File: config.mk
export PLATFORM = sky130hd
export DESIGN_NAME = adder_rv_fifo
export DESIGN_NICKNAME = d
export VERILOG_FILES = /design/src/rtl/adder_rv_fifo.sv
export SDC_FILE = /design/constraint.sdc
export NUM_CORES = 1
export LEC_CHECK = 0
export ABC_AREA = 1
export CAP_MARGIN = 30
export CORE_MARGIN = 2
export CORE_UTILIZATION = 51
export CTS_CLUSTER_SIZE = 8
export DETAILED_ROUTE_END_ITERATION = 16
export PLACE_DENSITY = 0.77
export SETUP_SLACK_MARGIN = 0.2
export SLEW_MARGIN = 20
export SYNTH_ARGS = -nofsm -noshare
export SYNTH_HDL_FRONTEND = slang
export SYNTH_SLANG_ARGS = --single-unit
File: constraint.sdc
create_clock -name clk -period 3.31 [get_ports clk]
set_input_delay 0.331 -clock clk [delete_from_list [all_inputs] [get_ports clk]]
set_output_delay 0.331 -clock clk [all_outputs]
set_load 0.02 [all_outputs]
File: src/rtl/adder_rv_fifo.sv
// Ready/valid adder: each accepted (a,b) pair produces {carry,sum}, which is queued in a DEPTH-entry FIFO and returned in order.
// Optional ADDER_RV_FIFO_STATS_EN adds counters for accepted transfers and input stall cycles.
module adder_rv_fifo #(
  parameter int unsigned W     = 32,
  parameter int unsigned DEPTH = 4
) (
  input  logic                       clk,
  input  logic                       rst,
  input  logic                       in_valid,
  output logic                       in_ready,
  input  logic [W-1:0]               in_a,
  input  logic [W-1:0]               in_b,
  output logic                       out_valid,
  input  logic                       out_ready,
  output logic [W-1:0]               out_sum,
  output logic                       out_carry,
`ifdef ADDER_RV_FIFO_STATS_EN
  output logic [31:0]                stat_accepted,
  output logic [31:0]                stat_stalls,
`endif
  output logic [$clog2(DEPTH+1)-1:0] level
);

  localparam int unsigned SW = W + 1;
  localparam int unsigned PW = (DEPTH > 1) ? $clog2(DEPTH) : 1;
  localparam int unsigned LW = $clog2(DEPTH + 1);

  logic [SW-1:0] mem [DEPTH];
  logic [PW-1:0] wr_ptr;
  logic [PW-1:0] rd_ptr;
  logic          push_c;
  logic          pop_c;
  logic [LW-1:0] level_nxt_c;

  // Handshakes and next occupancy.
  always_comb begin
    push_c      = in_valid && in_ready;
    pop_c       = out_valid && out_ready;
    level_nxt_c = level;
    if (push_c && !pop_c) begin
      level_nxt_c = level + LW'(1);
    end else if (pop_c && !push_c) begin
      level_nxt_c = level - LW'(1);
    end
  end

  // Storage, pointers and flags. Flags are registered from the next occupancy,
  // so in_ready never depends combinationally on out_ready.
  always_ff @(posedge clk) begin
    if (rst) begin
      wr_ptr    <= '0;
      rd_ptr    <= '0;
      level     <= '0;
      in_ready  <= 1'b0;
      out_valid <= 1'b0;
      for (int i = 0; i < int'(DEPTH); i++) begin
        mem[i] <= '0;
      end
    end else begin
      if (push_c) begin
        mem[wr_ptr] <= SW'(in_a) + SW'(in_b);
        wr_ptr      <= wr_ptr + PW'(1);
      end
      if (pop_c) begin
        rd_ptr <= rd_ptr + PW'(1);
      end
      level     <= level_nxt_c;
      in_ready  <= (level_nxt_c != LW'(DEPTH));
      out_valid <= (level_nxt_c != '0);
    end
  end

  assign out_sum   = mem[rd_ptr][W-1:0];
  assign out_carry = mem[rd_ptr][W];

`ifdef ADDER_RV_FIFO_STATS_EN
  // Wrapping event counters.
  always_ff @(posedge clk) begin
    if (rst) begin
      stat_accepted <= '0;
      stat_stalls   <= '0;
    end else begin
      if (push_c) begin
        stat_accepted <= stat_accepted + 32'd1;
      end
      if (in_valid && !in_ready) begin
        stat_stalls <= stat_stalls + 32'd1;
      end
    end
  end
`endif

`ifndef SYNTHESIS
  // A stalled producer is expected to keep offering its pair.
  a_hold_valid: assert property (@(posedge clk) disable iff (rst)
    (in_valid && !in_ready) |=> in_valid)
    else $warning("in_valid dropped while stalled");
`endif

endmodule

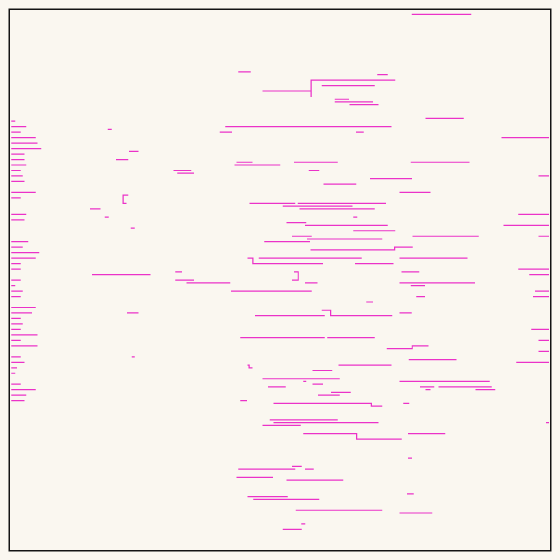
Run 1: signal wires on met3
wire length on this layer: 1190 um
main direction: horizontal
nets with wire on the layer: 111
share of all routed wire: 5.7%
longest straight run: 40.9 um
total via count in the routed design: 7290
met3 track utilization from global routing: 0.0374
wire length after detailed routing: 20800 um

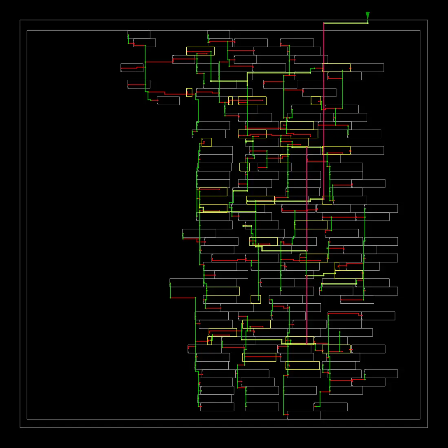
Run 1: clock wiring as the flow saved it
TritonCTS buffer count: 17
setup clock skew after layout: 17.8 ps
sequential cells: 143
power drawn by the clock network: 2050 uW

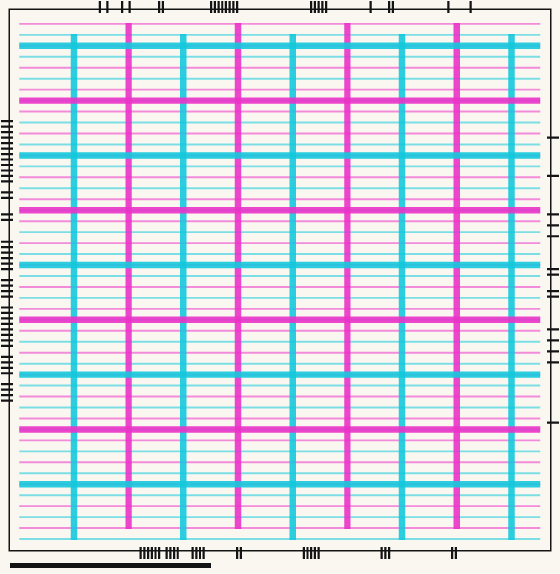
Run 1: floorplan with the power grid
Bar = 50 um. Pins as bars on the die edge.
| colour | net |
|---|---|
| magenta | VDD |
| cyan | VSS |
rows: 47
met1 rails: 48
met4 straps: 9
signal pins: 106
worst ir drop on vdd: 0.364 mV
width of the chip: 134 um

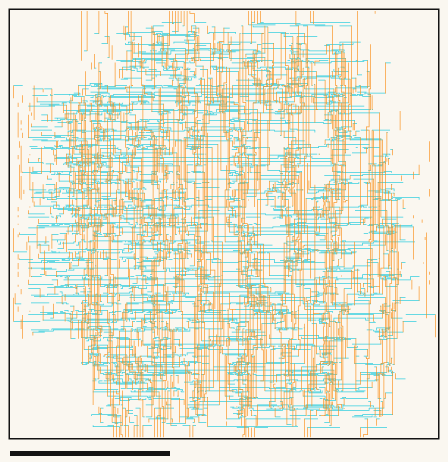
Run 1: wiring by layer
Bar = 50 um. Two of the layers only.
| colour | layer | wire length |
|---|---|---|
| orange | met2 | 10100 um |
| cyan | met1 | 9170 um |
all-layer global routing usage: 0.241
average wire per cell in the routed design: 14.7 um

==> results.md, run 1 <==
| Step | Result | This run |
|---|---|---|
| finish | Final Util | 0.640 |
| global routing | Maximum number of pins on one net before global-route repair | 67 |
| synthesis | AND/OR/NAND/NOR Cells, Area Fraction | 0.281 |
| setup path | Setup CP Type | flip-flop to output port |
| setup path | Slowest stage cell, crit path | sky130_fd_sc_hd__clkdlybuf4s50_1 |
| pwr | Switch Pwr | 1870 uW |
| placed design | Cell area after placement | 9930 um^2 |
| clock tree | CTS clock-pin slew for the worst setup and hold paths | 60 ps |
| drt | DRC marker count from the first detailed-route iteration | 590 |
| finish | Number of fill cells | 1350 |
| finish | Share of post-route cells with drive strength above 1 | 0.0833 |
| synthesis | Warnings from Yosys | 0 |
| placed design | GP Congestion | 0.888 |
| job | Tool warning count | 27 |
| pwr | Largest power group | sequential cells |
| finish | Clock network area share | 0.0609 |
| synthesis | Number of different library cells in the post-synthesis netlist | 36 |
| drt | Via density | 5.13 |
| drt | Detailed-route DRC error count | 0 |
| final timing | Slew margin rel. | 0.486 |
| final timing | Time the final worst path needs with I/O delays and setup | 2890 ps |
| synthesis | Most common cell in the netlist | sky130_fd_sc_hd__nand2_1 |
| synthesis | Area share, top type | 0.460 |
| final timing | Total negative setup slack | 0 ps |
| min path | Worst Hold Endpoint | rd_ptr[0]$_SDFFE_PP0P_ |
| synthesis | Gate Count Post-Synth | 1083 |
| pwr | Total chip power | 6050 uW |
| synthesis | Yosys-reported design area after synthesis | 8620 um^2 |
| pwr | Switching Share | 0.309 |
| synthesis | Adder Share, Synth | 0.0517 |
| final timing | Hold violation count in the final report | 0 |
| floorplanning | Number of well-tap cells placed | 220 |
| setup path | Critical path peak fanout | 21 |
| setup path | Worst Path Required | 2980 ps |
| clock tree | Buffers inserted by post-CTS timing repair | 0 |
| finish | Flop share of the area | 0.396 |
| finish | Cell group occupying the most layout area | sequential cells |
| pwr | PwrDens | 572 nW/um^2 |
| status | Result of the run | complete, no violations |
| pwr | Combinational gate power | 1770 uW |
| synthesis | Ys async rst share | 0 |
| synthesis | Xor and xnor area share after synthesis | 0.00203 |
| floorplanning | FP Core Util | 0.522 |
| clock tree | Number of sinks on the clock net | 143 |
| clock tree | H-tree depth | 4 |
## run 1: per-layer routing
layer | track usage | part of all wire | vias to the layer above
li1 | - | - | 3702
met1 | 0.321 | 0.44 | 3299
met2 | 0.407 | 0.49 | 264
met3 | 0.0374 | 0.057 | 25
met4 | 0.0757 | 0.016 | 0
met5 | 0 | 0 | -
## run 1: state kept, by name (all words and copies together) (netlist names), named ones only
register   flops
in_ready       1
level          3
mem          132
out_valid      1
rd_ptr         2
wr_ptr         2
## run 1: cells by family after synthesis
family,count (synthesis)
AOI/OAI and AO/OA,136
xor gates and xnor gates,2
adders and majority gates,35
buffers and inverters,204
DFF,143
muxes,1
and+or+nand+nor,562
Run 1, met2 routing:
Bar = 50 um.
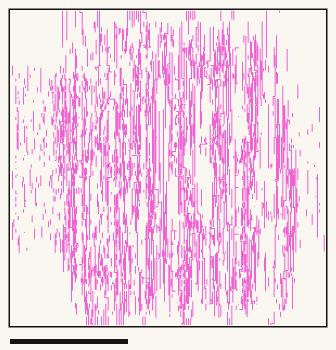

==> run 2: changes to the inputs <==
Settings changed: ABC_CLOCK_PERIOD_IN_PS set to 3310, CORE_MARGIN 2 to not set, CORE_UTILIZATION 51 to 35, PLACE_DENSITY 0.77 to not set.
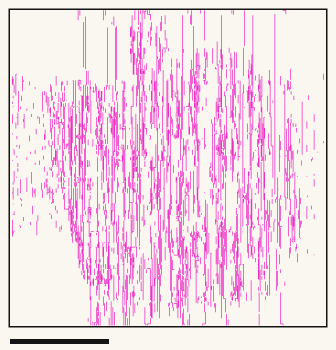
Run 2: met2 routing
Bar = 50 um.
longest straight run: 90.6 um
share of all routed wire: 47%
main direction: vertical
wire length on this layer: 10300 um
total via count in the routed design: 7163
met2 Resource Use GR: 0.297
wire length after detailed routing: 21800 um

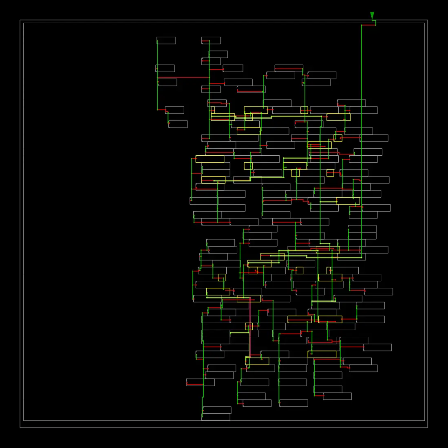
Run 2: clock wiring as the flow saved it
number of clock buffer instances in the layout: 19
later-pin clock latency in the skew report: 420 ps
power drawn by the clock network: 1830 uW
setup clock skew after layout: 18.4 ps
number of sinks on the clock net: 143

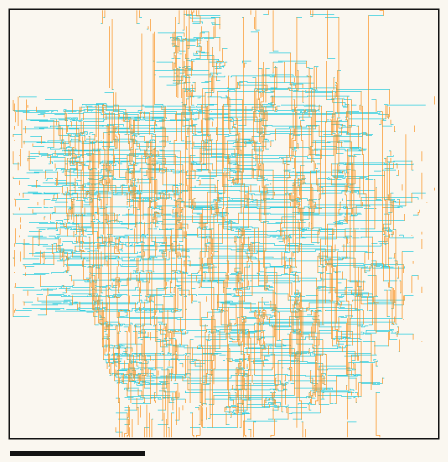
Run 2: wiring by layer
Bar = 50 um. Two of the layers only.
| colour | layer | wire length |
|---|---|---|
| cyan | met1 | 10400 um |
| orange | met2 | 10300 um |
average wire per cell in the routed design: 14.3 um
all-layer global routing usage: 0.177

==> run 2 against run 1 <==
Combinational power is essentially flat. Critical path depth fell by 1. Sequential power barely moved. Fmax up 9.2%. Clock power fell by 11%. Critical endpoint is now out_sum[12].
==> results.md, run 2 <==
| Step | Result | This run | Delta |
|---|---|---|---|
| status | Result of the run | complete, no violations |  |
| global routing | Met3 track utilization from global routing | 0.0250 | -0.0124 |
| floorplanning | Number of well-tap cells placed | 324 | +47% |
| placed design | Cell area after placement | 10100 um^2 | +1.2% |
| synthesis | Number of different library cells in the post-synthesis netlist | 36 | unchanged |
| global routing | Maximum number of pins on one net before global-route repair | 67 | unchanged |
| drt | Via density | 4.70 | -8.3% |
| finish | Number of flip-flops under the largest register name | 132 | unchanged |
| global routing | Routing layer with the top usage in global route | met2 |  |
| synthesis | Area share, top type | 0.460 | unchanged |
| synthesis | Adder Share, Synth | 0.0517 | unchanged |
| floorplanning | Width of the chip | 159 um | +19% |
| floorplanning | FP Core Util | 0.355 | -0.166 |
| setup path | Slowest stage cell, crit path | sky130_fd_sc_hd__clkdlybuf4s50_1 |  |
| synthesis | Warnings from Yosys | 0 | unchanged |
| synthesis | Ys async rst share | 0 | unchanged |
| finish | Flop share of the area | 0.394 | -0.00191 |
| global routing | Met1 track demand over resource in global routing | 0.237 | -0.0839 |
| finish | Cell group occupying the most layout area | sequential cells |  |
| pwr | PwrDens | 549 nW/um^2 | -4.1% |
| clock tree | Buffers inserted by post-CTS timing repair | 0 | unchanged |
| finish | Sequential cells | 143 | unchanged |
| synthesis | Most common cell in the netlist | sky130_fd_sc_hd__nand2_1 |  |
| synthesis | Gate Count Post-Synth | 1083 | unchanged |
| finish | Top flop regs | mem x132, level x3 |  |
| clock tree | TritonCTS buffer count | 17 | unchanged |
| finish | Biggest register | mem |  |
| final timing | Hold violation count in the final report | 0 | unchanged |
| pwr | Worst ir drop on vdd | 0.456 mV | +25% |
| pwr | Total chip power | 5830 uW | -3.6% |
| synthesis | Xor and xnor area share after synthesis | 0.00203 | unchanged |
| setup path | Setup CP Type | flip-flop to output port |  |
| synthesis | Yosys-reported design area after synthesis | 8620 um^2 | unchanged |
| setup path | Critical path peak fanout | 33 | +57% |
| clock tree | CTS clock-pin slew for the worst setup and hold paths | 70 ps | about the same |
| final timing | Total negative setup slack | 0 ps | unchanged |
| finish | Final Util | 0.438 | -0.202 |
| final timing | Slew margin rel. | 0.646 | +0.160 |
| drt | DRC marker count from the first detailed-route iteration | 503 | -15% |
[run 2: cell counts after synthesis]
No cell type changed its count.
[run 2: worst register-to-register path, stage by stage (launching register included)]
cell	delay [ps]
sky130_fd_sc_hd__dfxtp_1	360
sky130_fd_sc_hd__nand2_1	170
sky130_fd_sc_hd__nor2_2	160
sky130_fd_sc_hd__buf_4	390
sky130_fd_sc_hd__nand3_2	120
sky130_fd_sc_hd__nand2_1	80
sky130_fd_sc_hd__buf_4	430
[run 2: routing by layer]
layer  part of all wire  vias up
met4             0.0057        0
met3              0.044       10
met1               0.48     3287
li1                   -     3688
met5                  0        -
met2               0.47      178
[run 2: report_power, final]
group	switching, uW	internal [uW]	leakage (uW)
clock network	723	1110	0.000258
logic	1100	676	0.00301
registers	61.2	2160	0.00146
total	1880	3950	0.00472
Run 2, signal wires on met3:
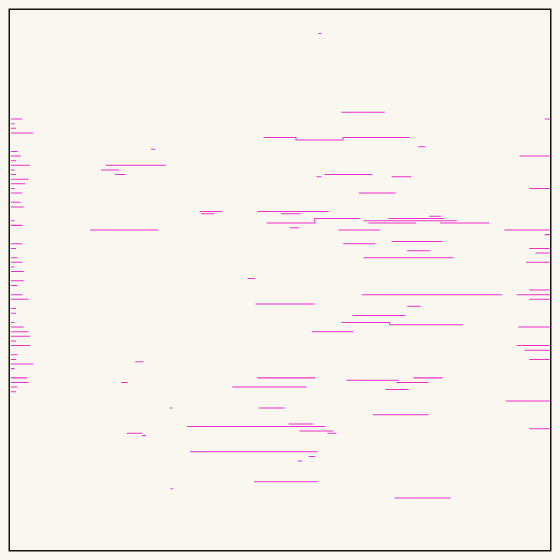

==> run 3: changes to the inputs <==
Settings changed: ABC_CLOCK_PERIOD_IN_PS 3310 to 2800.
Clock period 3.31 ns to 2.8 ns, I/O delays scaled along.
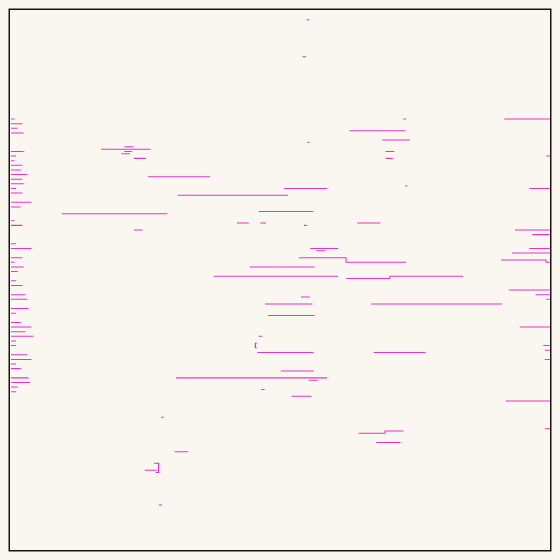
Run 3: signal wires on met3
main direction: horizontal
longest straight run: 44.2 um
wire length on this layer: 741 um
nets with wire on the layer: 94
share of all routed wire: 3.5%
met3 track utilization from global routing: 0.0206
wire length after detailed routing: 21500 um
total via count in the routed design: 7082

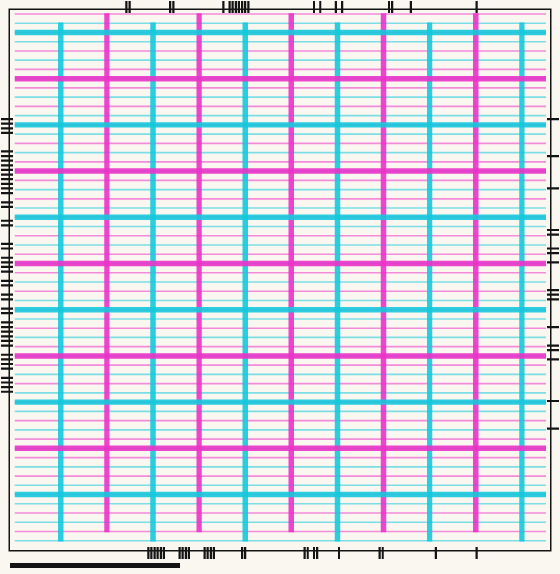
Run 3: floorplan with the power grid
Bar = 50 um. Pins as bars on the die edge.
| colour | net |
|---|---|
| cyan | VSS |
| magenta | VDD |
met4 straps: 11
signal pins: 106
rows: 57
worst ir drop on vdd: 0.369 mV
width of the chip: 159 um
placeable core region: 24200 um^2

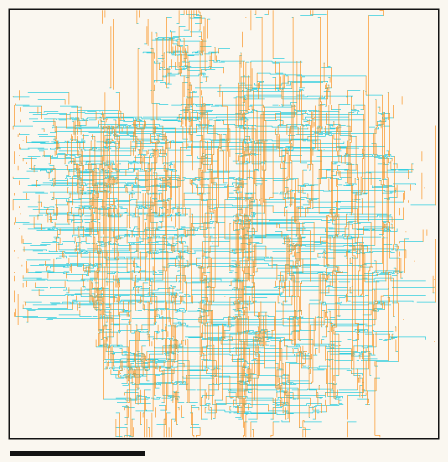
Run 3: wiring by layer
Bar = 50 um. Two of the layers only.
| colour | layer | wire length |
|---|---|---|
| orange | met2 | 10400 um |
| cyan | met1 | 10100 um |
average wire per cell in the routed design: 14.1 um
all-layer global routing usage: 0.175

==> run 3 against run 2 <==
Global-route usage decreased by 0.19 points. Flip-flop count did not move. Worst setup slack worse by 430 ps. Cell count is 0.13% higher. Utilization is 0.22 points higher. Critical endpoint is now out_sum[28]. Highest routed layer unchanged.
==> results.md, run 3 <==
| Step | Result | This run | Delta |
|---|---|---|---|
| status | Result of the run | complete, no violations |  |
| finish | Number of flip-flops under the largest register name | 132 | unchanged |
| pwr | Part of the power in registers | 0.385 | +0.003 |
| synthesis | Area share, top type | 0.460 | unchanged |
| final timing | Slew margin rel. | 0.417 | -0.228 |
| finish | Number of clock buffer instances in the layout | 20 | +1 |
| finish | Biggest register | mem |  |
| synthesis | Ys async rst share | 0 | unchanged |
| setup path | Critical path peak fanout | 34 | +3.0% |
| final timing | Total negative setup slack | 0 ps | unchanged |
| clock tree | CTS clock-pin slew for the worst setup and hold paths | 70 ps | about the same |
| synthesis | Gate Count Post-Synth | 1083 | unchanged |
| clock tree | Number of sinks on the clock net | 143 | unchanged |
| final timing | Setup clock skew after layout | 12.0 ps | -6.36 ps |
| synthesis | Number of different library cells in the post-synthesis netlist | 36 | unchanged |
| global routing | Met2 Resource Use GR | 0.300 | +0.00339 |
| pwr | Part of the total power dissipated in combinational logic | 0.308 | +0.004 |
| global routing | Maximum number of pins on one net before global-route repair | 67 | unchanged |
| clock tree | Later-pin clock latency in the skew report | 420 ps | about the same |
| pwr | PwrDens | 640 nW/um^2 | +17% |
| finish | Sequential cells | 143 | unchanged |
| setup path | Setup CP Type | flip-flop to output port |  |
| pwr | Switching Share | 0.328 | +0.00558 |
| pwr | Total chip power | 6830 uW | +17% |
| synthesis | Warnings from Yosys | 0 | unchanged |
| floorplanning | Number of well-tap cells placed | 324 | unchanged |
| pwr | Switch Pwr | 2240 uW | +19% |
| placed design | Cell area after placement | 10100 um^2 | +0.57% |
| clock tree | TritonCTS buffer count | 17 | unchanged |
| synthesis | Yosys-reported design area after synthesis | 8620 um^2 | unchanged |
| drt | Met1 Routed Length | 10100 um | -2.7% |
| finish | Top flop regs | mem x132, level x3 |  |
| drt | Met3 wire len | 740 um | -22% |
| drt | DRC marker count from the first detailed-route iteration | 317 | -37% |
| floorplanning | FP Core Util | 0.355 | unchanged |
| synthesis | Most common cell in the netlist | sky130_fd_sc_hd__nand2_1 |  |
| finish | Final Util | 0.440 | +0.00222 |
| clock tree | Buffers inserted by post-CTS timing repair | 0 | unchanged |
==> run 3: cell families (layout without fill, tap and decap cells) <==
logic type	after synthesis	count (layout)	synth area share
AND-OR/OR-AND	136	136	0.0859
XOR/XNOR	2	2	0.00203
adder cells (fa/ha/maj)	35	35	0.0517
buffers and inverters	204	322	0.0922
flip-flops	143	143	0.485
multiplexers	1	1	0.00131
AND/OR/NAND/NOR	562	562	0.281
==> run 3: worst register-to-register path, cell delays in order, from the launching register on <==
cell                      delay (ps)
sky130_fd_sc_hd__dfxtp_1         350
sky130_fd_sc_hd__nand2_1         170
sky130_fd_sc_hd__o21ai_2         740
sky130_fd_sc_hd__buf_12          280
Power and IR drop assume default switching activity.
